## config.mk

```make
export PLATFORM = sky130hd
export DESIGN_NAME = gpr_write_controller
export DESIGN_NICKNAME = d
export VERILOG_FILES = /design/src/rtl/gpr_write_controller.sv
export SDC_FILE = /design/constraint.sdc
export NUM_CORES = 1
export LEC_CHECK = 0
export CORE_AREA = 3 3 114 116
export CTS_BUF_LIST = sky130_fd_sc_hd__clkbuf_4
export CTS_CLUSTER_DIAMETER = 60
export DETAILED_ROUTE_END_ITERATION = 7
export DIE_AREA = 0 0 117 119
export HOLD_SLACK_MARGIN = 0.05
export PLACE_DENSITY_LB_ADDON = 0.08
export SYNTH_ARGS = -nofsm -noshare
export SYNTH_HDL_FRONTEND = slang
export SYNTH_SLANG_ARGS = --single-unit
```

## constraint.sdc

```tcl
create_clock -name system_clock -period 3 [get_ports system_clock]
set_input_delay 0.6 -clock system_clock [delete_from_list [all_inputs] [get_ports system_clock]]
set_output_delay 0.6 -clock system_clock [all_outputs]
set_load 0.005 [all_outputs]
```

## src/rtl/gpr_write_controller.sv

```systemverilog
// -----------------------------------------------------------------------------
// gpr_write_controller
//
// Sits in front of the general purpose register file, which has a single write
// port and no reset of its own. Out of reset it sweeps zeros into registers
// 1 .. 2**ADDRESS_SIZE-1. It then shares the write port between NUM_REQ
// writeback requesters with round-robin arbitration over valid/ready. It also
// forwards the in-flight write onto both read ports (write-through bypass).
//
// Ports:
//   system_clock, system_reset_n       clock, async active-low reset
//   req_valid/req_address/req_data     packed per-requester write requests
//   req_ready                          one-hot grant (transfer = valid & ready)
//   init_done                          zero sweep complete
//   write_enable/address/data          registered register-file write port
//   read_address_1/2                   read addresses shared with the regfile
//   gpr_read_data_1/2                  raw register-file read data
//   read_data_1/2                      bypassed read data to the datapath
// -----------------------------------------------------------------------------
module gpr_write_controller #(
    parameter int NUM_REQ      = 3,
    parameter int DATA_WIDTH   = 32,
    parameter int ADDRESS_SIZE = 5
) (
    input  logic                            system_clock,
    input  logic                            system_reset_n,
    input  logic [NUM_REQ-1:0]              req_valid,
    input  logic [NUM_REQ*ADDRESS_SIZE-1:0] req_address,
    input  logic [NUM_REQ*DATA_WIDTH-1:0]   req_data,
    output logic [NUM_REQ-1:0]              req_ready,
    output logic                            init_done,
    output logic                            write_enable,
    output logic [ADDRESS_SIZE-1:0]         write_address,
    output logic [DATA_WIDTH-1:0]           write_data,
    input  logic [ADDRESS_SIZE-1:0]         read_address_1,
    input  logic [ADDRESS_SIZE-1:0]         read_address_2,
    input  logic [DATA_WIDTH-1:0]           gpr_read_data_1,
    input  logic [DATA_WIDTH-1:0]           gpr_read_data_2,
    output logic [DATA_WIDTH-1:0]           read_data_1,
    output logic [DATA_WIDTH-1:0]           read_data_2
);

    localparam int PTR_W = (NUM_REQ > 1) ? $clog2(NUM_REQ) : 1;

    typedef enum logic {
        ST_INIT,
        ST_RUN
    } state_t;

    state_t                  r_state;
    logic [ADDRESS_SIZE-1:0] r_sweep_count;
    logic [PTR_W-1:0]        r_rr_ptr;
    logic                    r_write_enable;
    logic [ADDRESS_SIZE-1:0] r_write_address;
    logic [DATA_WIDTH-1:0]   r_write_data;
    logic                    r_init_done;

    logic [NUM_REQ-1:0]      w_grant;
    logic [PTR_W-1:0]        w_grant_idx;
    logic                    w_grant_found;
    logic [ADDRESS_SIZE-1:0] w_sel_address;
    logic [DATA_WIDTH-1:0]   w_sel_data;

    // Round-robin search starting one past the last granted requester.
    always_comb begin
        int v_idx;
        // NOTE: every combinational output gets a default first so no path
        // leaves it unassigned and a latch is never inferred.
        w_grant       = '0;
        w_grant_idx   = r_rr_ptr;
        w_grant_found = 1'b0;
        v_idx         = 0;
        if (r_state == ST_RUN) begin
            for (int off = 1; off <= NUM_REQ; off++) begin
                v_idx = (int'(r_rr_ptr) + off) % NUM_REQ;
                if (!w_grant_found && req_valid[v_idx]) begin
                    w_grant_found  = 1'b1;
                    w_grant[v_idx] = 1'b1;
                    w_grant_idx    = PTR_W'(v_idx);
                end
            end
        end
    end

    // One-hot mux of the granted requester's address and data.
    always_comb begin
        w_sel_address = '0;
        w_sel_data    = '0;
        for (int i = 0; i < NUM_REQ; i++) begin
            if (w_grant[i]) begin
                w_sel_address = req_address[i*ADDRESS_SIZE +: ADDRESS_SIZE];
                w_sel_data    = req_data[i*DATA_WIDTH +: DATA_WIDTH];
            end
        end
    end

    // The register file itself has no reset, so correctness after reset relies
    // on the zero sweep below rather than on resetting any storage array.
    always_ff @(posedge system_clock or negedge system_reset_n) begin
        if (!system_reset_n) begin
            r_state         <= ST_INIT;
            r_sweep_count   <= ADDRESS_SIZE'(1);
            r_rr_ptr        <= PTR_W'(NUM_REQ - 1);
            r_write_enable  <= 1'b0;
            r_write_address <= '0;
            r_write_data    <= '0;
            r_init_done     <= 1'b0;
        end else begin
            // NOTE: state registers use non-blocking assignments so every
            // flop samples pre-edge values regardless of statement order.
            case (r_state)
                ST_INIT: begin
                    r_write_enable  <= 1'b1;
                    r_write_address <= r_sweep_count;
                    r_write_data    <= '0;
                    r_sweep_count   <= r_sweep_count + 1'b1;
                    if (r_sweep_count == {ADDRESS_SIZE{1'b1}}) begin
                        r_state     <= ST_RUN;
                        r_init_done <= 1'b1;
                    end
                end
                ST_RUN: begin
                    if (w_grant_found) begin
                        r_rr_ptr        <= w_grant_idx;
                        // Register 0 is hardwired to zero: accept, never write.
                        r_write_enable  <= (w_sel_address != '0);
                        r_write_address <= w_sel_address;
                        r_write_data    <= w_sel_data;
                    end else begin
                        r_write_enable  <= 1'b0;
                    end
                end
                default: r_state <= ST_INIT;
            endcase
        end
    end

    // Write-through bypass: the write registered this cycle commits at its end,
    // so a same-cycle read must see the new value instead of the stale one.
    function automatic logic [DATA_WIDTH-1:0] bypass(
        input logic [ADDRESS_SIZE-1:0] rd_addr,
        input logic [DATA_WIDTH-1:0]   rd_raw
    );
        if (!r_init_done || rd_addr == '0)
            return '0;
        else if (r_write_enable && r_write_address == rd_addr)
            return r_write_data;
        else
            return rd_raw;
    endfunction

    assign req_ready     = w_grant;
    assign init_done     = r_init_done;
    assign write_enable  = r_write_enable;
    assign write_address = r_write_address;
    assign write_data    = r_write_data;
    assign read_data_1   = bypass(read_address_1, gpr_read_data_1);
    assign read_data_2   = bypass(read_address_2, gpr_read_data_2);

endmodule
```

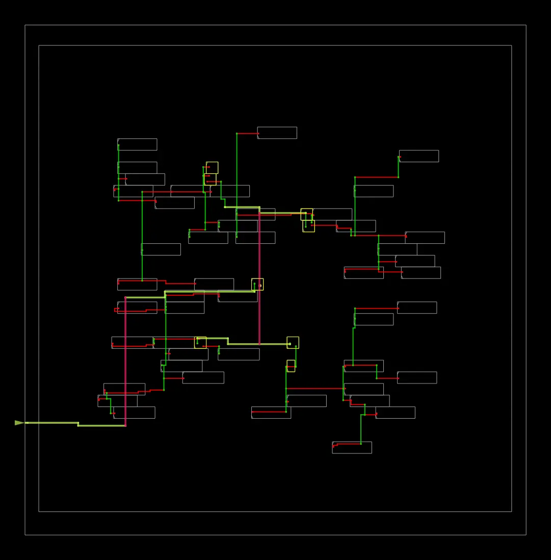
Figure 1: clock wiring as the flow saved it.
clk ins delay skew pair: 0.37 ns
number of sinks driven by the clock tree: 47
largest clock skew in the final design: 0.00626 ns
Seq Cell Count: 47
number of clock buffers in the layout: 7

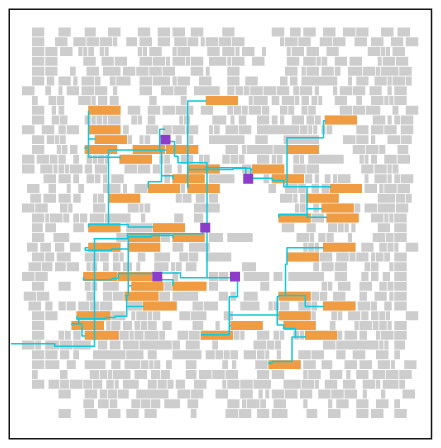
Figure 2: clock distribution.
[clock drivers] purple | count: 5
[flip-flops] orange | count: 47
[clock wires] cyan | length: 637 um
routed clock nets: 6

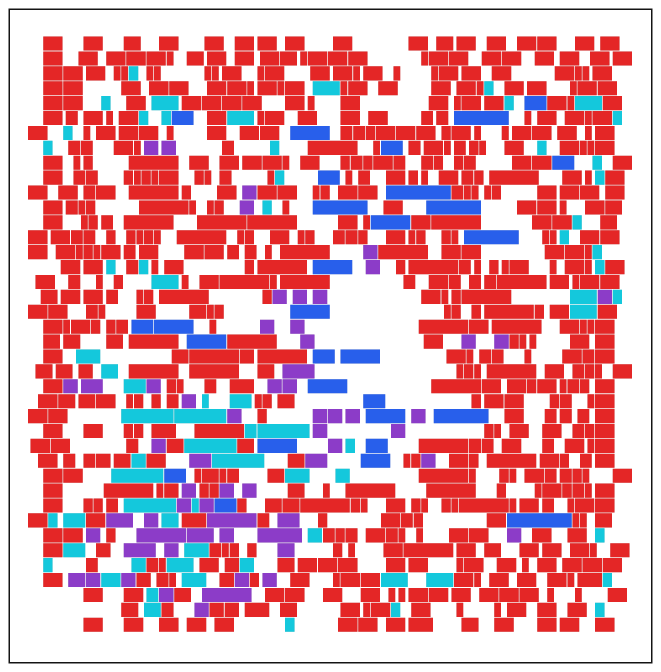
Figure 3: drive-strength map.
[_6 and larger] blue | cells: 29 | share: 3.4% | most used: buf_6
[_2 cells] cyan | cells: 68 | share: 8.0% | most used: clkbuf_2
[_0 and _1 cells] red | cells: 690 | share: 81% | most used: clkdlybuf4s50_1
[_3 and _4 cells] purple | cells: 60 | share: 7.1% | most used: buf_4
Post-Layout Inst Area: 0.00786 sq mm
synthesis-to-finish area growth: 94.2%
count of non-CTS buffers in the layout: 363
Final WS setup: 0.0605 ns

==> notes.org <==
* Flow results

** Status
- Run status :: complete, no violations

** Logic synthesis
- Synth warnings :: 0
- Flop and latch count out of synthesis :: 47
- Post-Synth Simple-Gate Area :: 23.3%
- Mapped Nets :: 714
- MUX share of area :: 17.1%
- FA/HA/MAJ Cells, Area Fraction :: 1.85%
- Yosys mapped a number of flops with a built-in enable equal to 0.

** Power
- Power drawn by the sequential cells :: 1.31 mW
- Top power consumer group :: combinational cells
- Logic power comb :: 4.13 mW

** Setup path
- The OpenROAD report gives the critical path a required time of 2.40 ns.
- Crit path launch type :: input port
- Worst path max stage delay :: 0.54 ns
- Per STA, the library cell used most along the worst path is sky130_fd_sc_hd__dlygate4sd2_1.
- Setup slack on the worst reg-to-reg path comes out at 0.14 ns.

** Timing
- For this run, the final setup violation count is recorded as 0.
- Final-layout setup total negative slack :: 0 ns
- Post-route period utilization is reported as 98.0%.
- Counting pins that exceed their max-slew limit in the final report gives 0.
- Setup repair after global routing could not meet its margin everywhere.
- Derived from the worst setup path, the maximum achievable clock frequency is 340 MHz.

** GRT
- The first global-routing pass estimated 29400 um of wire.

** Clocking
- Postcts setup bufs :: 28

** Die
- In this run the count of I/O pins placed on the die edge is 296.
- The die is 119 um tall.
- The report lists the number of standard-cell rows as 40.

** Run
- Number of logged tool warnings :: 31

** Final layout
- Layout Nets :: 1042
- Share of layout cells above drive strength 1 :: 18.5%
- By instance count after routing, the leading logic cell types are sky130_fd_sc_hd__clkdlybuf4s50_1, sky130_fd_sc_hd__a21oi_1, sky130_fd_sc_hd__nand2_1.
- The layout contains a multi-input combinational cell count of 425.
- Clock-cell share of area :: 0.732%

** Detailed routing
- Per the detail_route report, routed wire per instance is 20.4 um.
- In the per-layer summary, the met1 wirelength comes to 8250 um.
- DR WL met2 :: 10100 um
- The violation tally recorded at the end of detailed-routing iteration 0 is 224.

** Place
- Placed cell count :: 949
No activity file was given, so power comes from the tool's default toggle rates.
